Figure 1. Cell classes on the final placement.
Scale bar: 50 um.
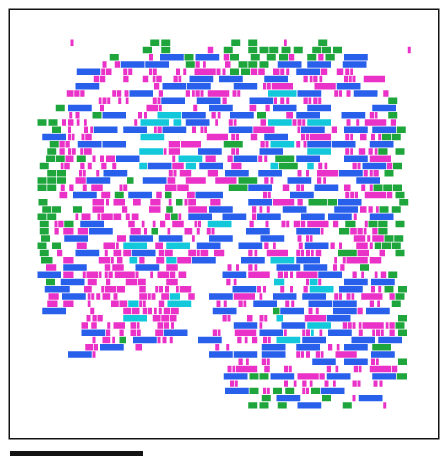
Figure 2. Metal layers overlaid.
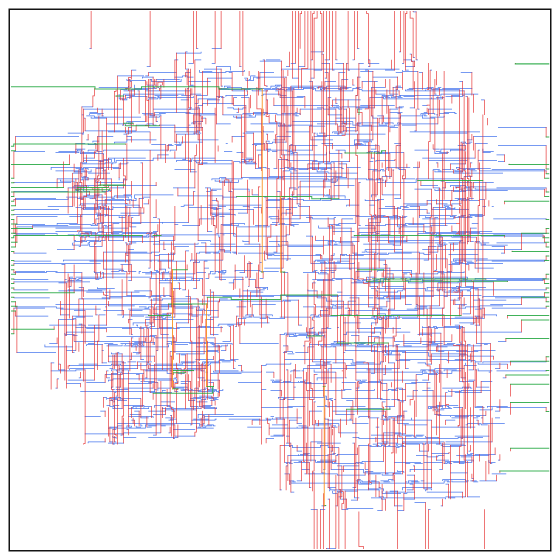
Figure 3. Clock distribution.
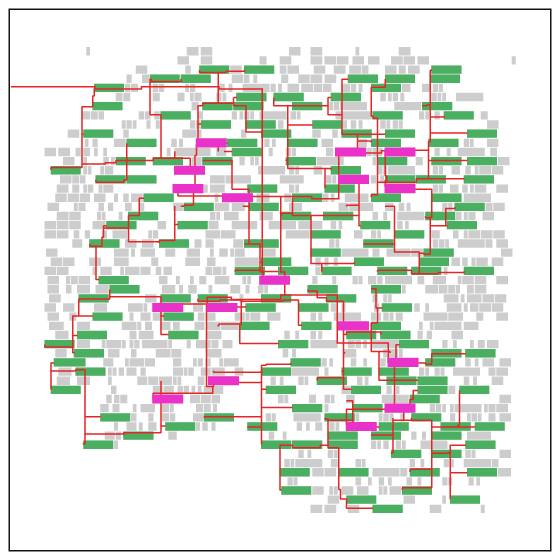
Figure 4. Routing congestion.
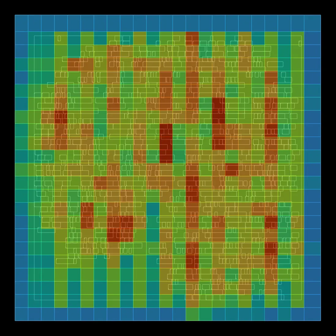
Design instr_encoder_loader_flat, sky130hd; sources not shown.
==> impl_metrics.tcl <==
# flow metrics
set metrics [dict create \
    fillers 1794 \
    slew_headroom_pct 52.7 \
    r2r_cells 13 \
    worst_hold_path_type "input port to asynchronous set/reset pin" \
    ys_sh_mux_pct 10.4 \
    final_cell_mix "dfrtp_1, nand2_1, o21ai_0" \
    synth-seq-cells 157 \
    ys_seq_share_pct 49.7 \
    comb_area_share_pct 36.6 \
    cts_max_path_buffers 2 \
    yosysWarnings 0 \
    final-nonclk-buf-share_pct 13.9 \
    tap-cell-count 265 \
    dp.cells 1119 \
    htree_levels 4 \
    clk_pin_slew_ps 70 \
    synth_top_flop_cell "dfrtp_1" \
    regArea_um2 3930 \
    syn_area_per_cell_um2 10.3 \
    whs_ps 255 \
    die_h_um 161 \
    placed_area_um2 9410 \
    powerDensity_nw_per_um2 899 \
    path_depth 4 \
    maxSlewViolCount 0 \
    grt_max_degree 76 \
    total_power_mw 9.01 \
    drive_gt1_share_pct 12.3 \
    clock_buffers 18 \
    cts_inserted_buffers 17 \
    worst_pin_slew_ps 710 \
    setup.worst_path.start_class "flip-flop" \
    ys_sh_adder_pct 4.37 \
    openroad.warnings 36 \
    globalplace.congestion 0.832 \
    pre_cts_slack_ps 320 \
    pg_seq_mw 3.24 \
    outcome "completed" \
]
## Picture notes: Figure 1
legend:
  flip-flops:
    colour: blue
    cells: 157
  all other logic:
    colour: magenta
    cells: 564
  other buffers and delay cells:
    colour: green
    cells: 133
  clock drivers and dummy loads:
    colour: cyan
    cells: 32
area of the core: 19,500 um^2
utilization after layout: 51.5%

## Picture notes: Figure 2
legend:
  met1:
    colour: blue
    wire_length: 9,320 um
  met4:
    colour: orange
    wire_length: 172 um
  met2:
    colour: red
    wire_length: 9,190 um
  met3:
    colour: green
    wire_length: 867 um
Avg WL per Cell: 17.0 um
GRT Resource Usage Total: 15.9%
vias: 5,886
overall routed net length: 19.5 mm

## Picture notes: Figure 3
legend:
  clock wires:
    colour: red
    length: 1,970 um
  flip-flops:
    colour: green
    count: 157
  cells driving clock nets:
    colour: magenta
    count: 17
flops lie: all over the die
clk_lat worst skew: 430 ps
Clock Power: 2.01 mW
Setup Skew: 10.1 ps
clock network fraction of total power: 22.3%

## Picture notes: Figure 4
GRT met3 Usage: 4.01%
GRT busiest layer: met2

No activity file was given, so power comes from the tool's default toggle rates.
